Figure 1. Clock network drawn from the DEF.
Bar = 50 µm.
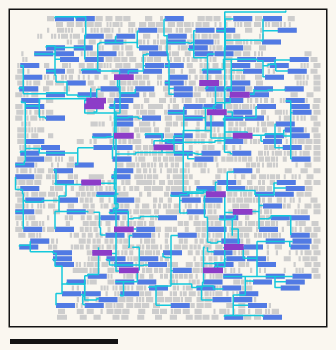
Figure 2. M3 wires.
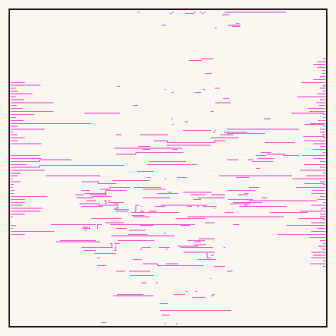
Figure 3. Cell placement.
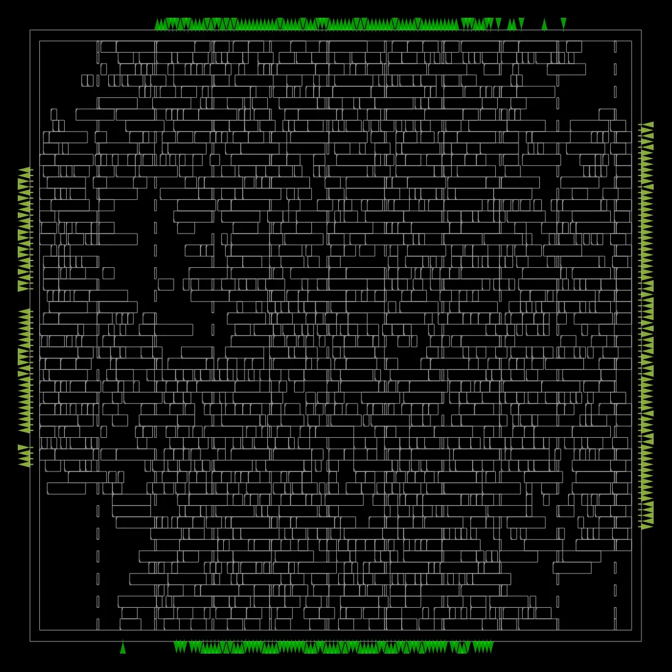
Figure 4. I/O pins on the die edge.
Pins as bars across the die edge, other pins in gray.
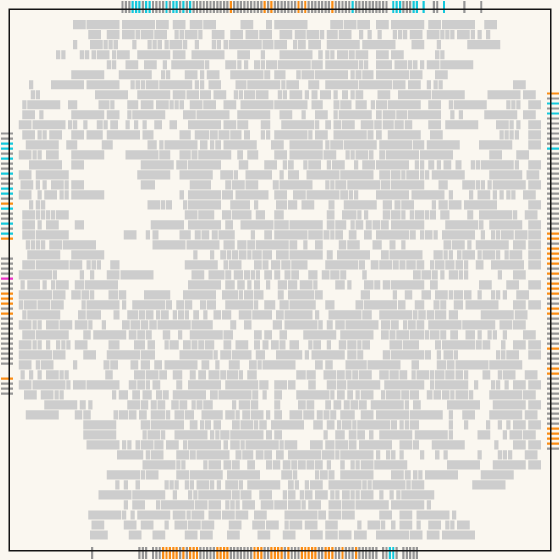
File: src/rtl/pipeline_fetch_controller.sv
`default_nettype none
// ============================================================================
// Module      : pipeline_fetch_controller
// Description : Instruction-fetch sequencer for the pipelined LEGv8 core.
//               Owns the PC and presents it to a byte-addressed instruction
//               memory. It holds each address for MEM_LATENCY cycles to cover
//               the memory's combinational read delay, then loads the IF/ID
//               register. Handles hazard stalls, branch redirect/flush and
//               illegal fetch addresses.
// Revision    : 1.0 - initial release
// ----------------------------------------------------------------------------
// Ports
//   clk_i            in   1   rising-edge clock
//   reset_n_i        in   1   asynchronous active-low reset
//   imem_addr_o      out  64  fetch address (= pc)
//   imem_instr_i     in   32  instruction word from memory
//   stall_i          in   1   hold IF/ID, do not accept a new word
//   branch_taken_i   in   1   redirect request
//   branch_target_i  in   64  redirect PC
//   if_id_pc_o       out  64  PC of instruction in IF/ID
//   if_id_instr_o    out  32  instruction in IF/ID
//   if_id_valid_o    out  1   IF/ID holds a real instruction
//   fetch_fault_o    out  1   PC misaligned or out of range, fetch halted
//   fetch_count_o    out  32  words loaded into IF/ID (wraps)
// ============================================================================
module pipeline_fetch_controller #(
  parameter logic [63:0] RESET_PC    = 64'd0,
  parameter int unsigned MEM_BYTES   = 128,
  parameter int unsigned MEM_LATENCY = 2
) (
  input  logic        clk_i,
  input  logic        reset_n_i,
  output logic [63:0] imem_addr_o,
  input  logic [31:0] imem_instr_i,
  input  logic        stall_i,
  input  logic        branch_taken_i,
  input  logic [63:0] branch_target_i,
  output logic [63:0] if_id_pc_o,
  output logic [31:0] if_id_instr_o,
  output logic        if_id_valid_o,
  output logic        fetch_fault_o,
  output logic [31:0] fetch_count_o
);

  localparam int unsigned       WAIT_W    = $clog2(MEM_LATENCY + 1);
  localparam logic [WAIT_W-1:0] WAIT_LAST = WAIT_W'(MEM_LATENCY - 1);
  localparam logic [63:0]       PC_MAX    = 64'(MEM_BYTES) - 64'd4;

  typedef enum logic [1:0] {
    S_FETCH = 2'd0,
    S_HOLD  = 2'd1,
    S_FAULT = 2'd2
  } state_e;

  state_e            state_q, state_d;
  logic [63:0]       pc_q, pc_d;
  logic [WAIT_W-1:0] wait_q, wait_d;
  logic [63:0]       if_pc_q, if_pc_d;
  logic [31:0]       if_instr_q, if_instr_d;
  logic              if_valid_q, if_valid_d;
  logic              fault_q, fault_d;
  logic [31:0]       count_q, count_d;
  logic              ready;

  function automatic logic is_legal(input logic [63:0] pc);
    return (pc[1:0] == 2'b00) && (pc <= PC_MAX);
  endfunction

  assign ready = (state_q == S_FETCH) && (wait_q == WAIT_LAST);

  always_comb begin
    state_d    = state_q;
    pc_d       = pc_q;
    wait_d     = wait_q;
    if_pc_d    = if_pc_q;
    if_instr_d = if_instr_q;
    if_valid_d = if_valid_q;
    fault_d    = fault_q;
    count_d    = count_q;

    if (branch_taken_i) begin
      // Redirect flushes IF/ID even under stall; any word in flight is lost.
      pc_d       = branch_target_i;
      wait_d     = '0;
      if_valid_d = 1'b0;
      fault_d    = !is_legal(branch_target_i);
      state_d    = is_legal(branch_target_i) ? S_FETCH : S_FAULT;
    end else begin
      unique case (state_q)
        S_FETCH: begin
          if (!is_legal(pc_q)) begin
            // Memory is never sampled at an illegal address.
            state_d = S_FAULT;
            fault_d = 1'b1;
            wait_d  = '0;
            if (!stall_i) if_valid_d = 1'b0;
          end else if (!ready) begin
            wait_d = wait_q + WAIT_W'(1);
            if (!stall_i) if_valid_d = 1'b0;
          end else if (!stall_i) begin
            if_instr_d = imem_instr_i;
            if_pc_d    = pc_q;
            if_valid_d = 1'b1;
            count_d    = count_q + 32'd1;
            pc_d       = pc_q + 64'd4;
            wait_d     = '0;
          end else begin
            // Word is ready but IF/ID is blocked: park with the address held
            // so the memory output stays valid until the stall clears.
            state_d = S_HOLD;
          end
        end
        S_HOLD: begin
          if (!stall_i) begin
            if_instr_d = imem_instr_i;
            if_pc_d    = pc_q;
            if_valid_d = 1'b1;
            count_d    = count_q + 32'd1;
            pc_d       = pc_q + 64'd4;
            wait_d     = '0;
            state_d    = S_FETCH;
          end
        end
        S_FAULT: begin
          if (!stall_i) if_valid_d = 1'b0;
        end
        default: begin
          state_d = S_FETCH;
        end
      endcase
    end
  end

  always_ff @(posedge clk_i or negedge reset_n_i) begin
    if (!reset_n_i) begin
      state_q    <= S_FETCH;
      pc_q       <= RESET_PC;
      wait_q     <= '0;
      if_pc_q    <= 64'd0;
      if_instr_q <= 32'd0;
      if_valid_q <= 1'b0;
      fault_q    <= 1'b0;
      count_q    <= 32'd0;
    end else begin
      state_q    <= state_d;
      pc_q       <= pc_d;
      wait_q     <= wait_d;
      if_pc_q    <= if_pc_d;
      if_instr_q <= if_instr_d;
      if_valid_q <= if_valid_d;
      fault_q    <= fault_d;
      count_q    <= count_d;
    end
  end

  assign imem_addr_o   = pc_q;
  assign if_id_pc_o    = if_pc_q;
  assign if_id_instr_o = if_instr_q;
  assign if_id_valid_o = if_valid_q;
  assign fetch_fault_o = fault_q;
  assign fetch_count_o = count_q;

endmodule
`default_nettype wire
File: config.mk
export PLATFORM = sky130hd
export DESIGN_NAME = pipeline_fetch_controller
export DESIGN_NICKNAME = d
export VERILOG_FILES = /design/src/rtl/pipeline_fetch_controller.sv
export SDC_FILE = /design/constraint.sdc
export NUM_CORES = 1
export LEC_CHECK = 0
export CORE_MARGIN = 2
export CORE_UTILIZATION = 47
export CTS_BUF_LIST = sky130_fd_sc_hd__clkbuf_16
export DETAILED_ROUTE_END_ITERATION = 8
export GPL_ROUTABILITY_DRIVEN = 0
export PLACE_DENSITY = 0.8
export SYNTH_ARGS = -nofsm -noshare
export SYNTH_HDL_FRONTEND = slang
export SYNTH_SLANG_ARGS = --single-unit
File: constraint.sdc
create_clock -name clk_i -period 3.3 [get_ports clk_i]
set_input_delay 0.33 -clock clk_i [delete_from_list [all_inputs] [get_ports clk_i]]
set_output_delay 0.33 -clock clk_i [all_outputs]
set_load 0.01 [all_outputs]
==> run notes <==
This memo summarizes the results of the implementation run.

Power and ir drop
Across the VDD grid, the largest voltage drop is 0.000384 V. The flow reported a cell area power density of 417 mW/mm². Summed over all cells, the static leakage comes to 5.90 nW.

Worst setup path
Among all stages on the critical path, the maximum delay recorded is 0.65 ns. The minimum setup slack among reg-to-reg paths is 0.21 ns. The startpoint kind of the worst setup timing path is a flop. The worst setup path startpoint is imem_addr_o[8]. According to the timing report, the data required time at the worst endpoint equals 3.67 ns. The count of buffer and inverter cells on the critical path is 1. The capture point of the critical path was reported as fetch_count_o[9]. The path depth of the worst reg2reg path is 7. The dominant delay contributor by cell family on the critical path is simple AND/OR/NAND/NOR gates. STA classifies the critical path endpoint as a flop. The worst-path maximum fanout is 45.

Walking the worst path, the cells encountered are nor4_1, nand4_1, or4_1, a211oi_4, buf_12, and4_1, xor2_1. The worst-path cell with the longest stage delay is sky130_fd_sc_hd__or4_1. The endpoint of the lowest-slack register-to-register path is fetch_count_o[9]. The launching point of the worst reg2reg path is imem_addr_o[8].

Timing
For reference, the final report shows the max-slew violation count at 0. The worst max-slew margin expressed relative to the limit is 38.1%. In the final report, the number of hold violations comes to 0. The pin closest to its max-slew limit shows a slew of 0.923 ns. The final critical path takes up 93.5% of the cycle. The end-of-flow timing check tallies setup violations at 0. Adding up every negative setup slack in the final design gives 0 ns. Hold timing on the final database bottoms out at a slack of 0.357 ns. Setup repair after global routing left no endpoint under its margin. The worst setup skew after layout is 0.0181 ns. The minimum clock period after layout is 3.09 ns.

Clock tree
The number of buffers inserted during clock tree synthesis is 17. The total of cells resized after clock tree synthesis is 0. TritonCTS built the clock tree.

Clock latency on the worst-skew pair, taken at its later pin, is 0.45 ns. The H-tree depth reported by CTS is 4. After clock tree synthesis, the flow added hold-fix buffers numbering 1. The maximum clock insertion buffer count is 2. The timing report gives the clock slew at the launch and capture registers of the worst setup and hold paths as 0.08 ns.

Logic synthesis
The synthesis warning total is 0. In the synthesis report, Yosys lists the chip area as 0.00958 mm². The most used flip-flop cell is sky130_fd_sc_hd__dfrtp_1. The count of distinct cell types in the synthesized netlist is 53. Dividing the synthesized area by the synthesized cell count gives 8.87 µm². The synthesis report gives the async set-or-reset register share as 100%. The synthesis stat section lists a flop and latch total of 198. The number of nets in the synthesized netlist is 1186.

Die
Pin placement for this block handled 294 I/O pins. The initial standard-cell utilization of the core is 47.7%. The die span in x is 147 µm. The die covers 0.0216 mm². The floorplan die height is 147 µm.

Detailed routing
In the routed layout, each cell is associated on average with a via count of 5.70. For this run, design rule violations remaining after detail routing come to 0. Per the detailed-route log, wirelength across all metal layers totals 31.4 mm. The via count of the routed design is 9397. The detail route stage leaves a number of antenna-violating nets equal to 0. The length of the first detailed-routing pass in iterations is 6. The routed wirelength normalized by instance count is 19.0 µm.

Layout
The finished cells cover 0.0136 mm². The growth of design area from synthesis to finish is 41.4%. The library cells used most frequently in the layout, excluding fill and tap cells, are 333 x sky130_fd_sc_hd__nand2_1, 291 x sky130_fd_sc_hd__clkdlybuf4s50_1, 198 x sky130_fd_sc_hd__dfrtp_1. After the last flow step, the layout net total stands at 1473.

The most common logic cell in the final layout is sky130_fd_sc_hd__nand2_1. The final antenna diode tally reported by the flow is 0.

Hold path
The origin of the worst min-delay path is branch_taken_i. Counting instances, the worst hold path has a depth of 3. Hold analysis lists the worst path endpoint as imem_addr_o[56]. The most critical min-delay path falls under in -> reg.

Placed design
The half-perimeter wire length of the detailed placement result is 22.7 mm. The post-detailed-placement cell area is 0.0129 mm². The placed cell count is 1617. The total of buffers placed on input and output ports is 293.

OpenSTA, run right after detailed placement, puts the worst setup slack at 0.216 ns.

Job
Warnings raised by the tools during the run amount to 28. The number of violations of the max-capacitance limit is 0.

Status
The flow ran to the end, and the final reports show no timing, DRC or antenna violations.

Global route
The via count of the first global-routing pass is 9046. The pin count of the biggest net entering global routing is 74. The aggregate global routing overflow is 0.

The initial antenna violation count came to 0. The first global-routing pass estimated 49.6 mm of wire.
Notes on Figure 1 above:
[cyan] clock wires | length: 2400 µm
[purple] clock drivers | count: 17
[blue] flip-flops | count: 198
routed clock nets: 18
flops lie: all over the die

Notes on Figure 2 above:
nets with wire on the layer: 242
longest straight run: 44.6 µm
main direction: horizontal

Notes on Figure 3 above:
Seq/total area: 36.6%
count of inserted tapcells: 270
number of filler cells placed in the layout: 1588
utilization after layout: 67.4%
core box area: 0.0201 mm²

Notes on Figure 4 above:
| color | port | pins | direction | edge |
|---|---|---|---|---|
| magenta | `if_id_valid_o` | 1 | output | west |
| cyan | `imem_instr_i` | 32 | input | 18 north, 9 west, 3 east, 2 south |
| orange | `branch_target_i` | 64 | input | 31 south, 20 east, 7 west, 6 north |

-- report_power, final --
group | switching (mW) | internal [mW] | total (mW)
clock network | 1.09 | 1.11 | 2.20
logic | 0.387 | 0.393 | 0.780
registers | 0.148 | 2.52 | 2.67
-- cells by family after synthesis --
logic type | count (synthesis) | share of synthesized area (%)
flops | 198 | 51.7
mux | 7 | 0.770
buf+inv | 76 | 3.22
compound gates | 150 | 10.3
xor+xnor | 40 | 3.66
fa+ha+maj | 6 | 0.783
simple gates | 603 | 29.5
-- flip-flops by register name, summed over array words and instances, names as in the netlist --
name,flops
fetch_count_o,32
fetch_fault_o,1
if_id_instr_o,32
if_id_pc_o,64
if_id_valid_o,1
imem_addr_o,64
state_q,2
wait_q,2
-- per-layer routing --
metal	vias to the layer above	part of all wire [%]	global-route usage (%)
met5	-	0	0
met2	455	48	46.5
li1	4358	-	-
met3	85	7.6	5.84
met1	4499	41	38.5
met4	0	3.9	12.7
-- cell usage after synthesis, drive strengths merged, types with 17 or more instances --
library cell | n | area (µm²)
xnor2 | 18 | 158
xor2 | 22 | 193
nor2 | 60 | 228
nand3 | 37 | 185
inv | 20 | 75.1
dfrtp | 198 | 4950
clkbuf | 39 | 146
or4 | 32 | 244
a31oi | 45 | 282
nor3 | 17 | 95.1
o21ai | 44 | 220
o31ai | 24 | 180
and3 | 19 | 119
nor4 | 36 | 246
nand2 | 333 | 1250
nand4 | 21 | 131
or3 | 22 | 138
-- layout make-up --
cell class / instances / area, µm²
flip-flops and latches: 198 / 4950
clock inverters: 15 / 198
inverters: 21 / 78.8
repair buffers: 323 / 3220
fillers: 1588 / 6550
well taps: 270 / 338
multi-input cells: 806 / 4340
clock buffers: 17 / 425
Power figures rest on the tool's default switching activity, not on a simulated workload.
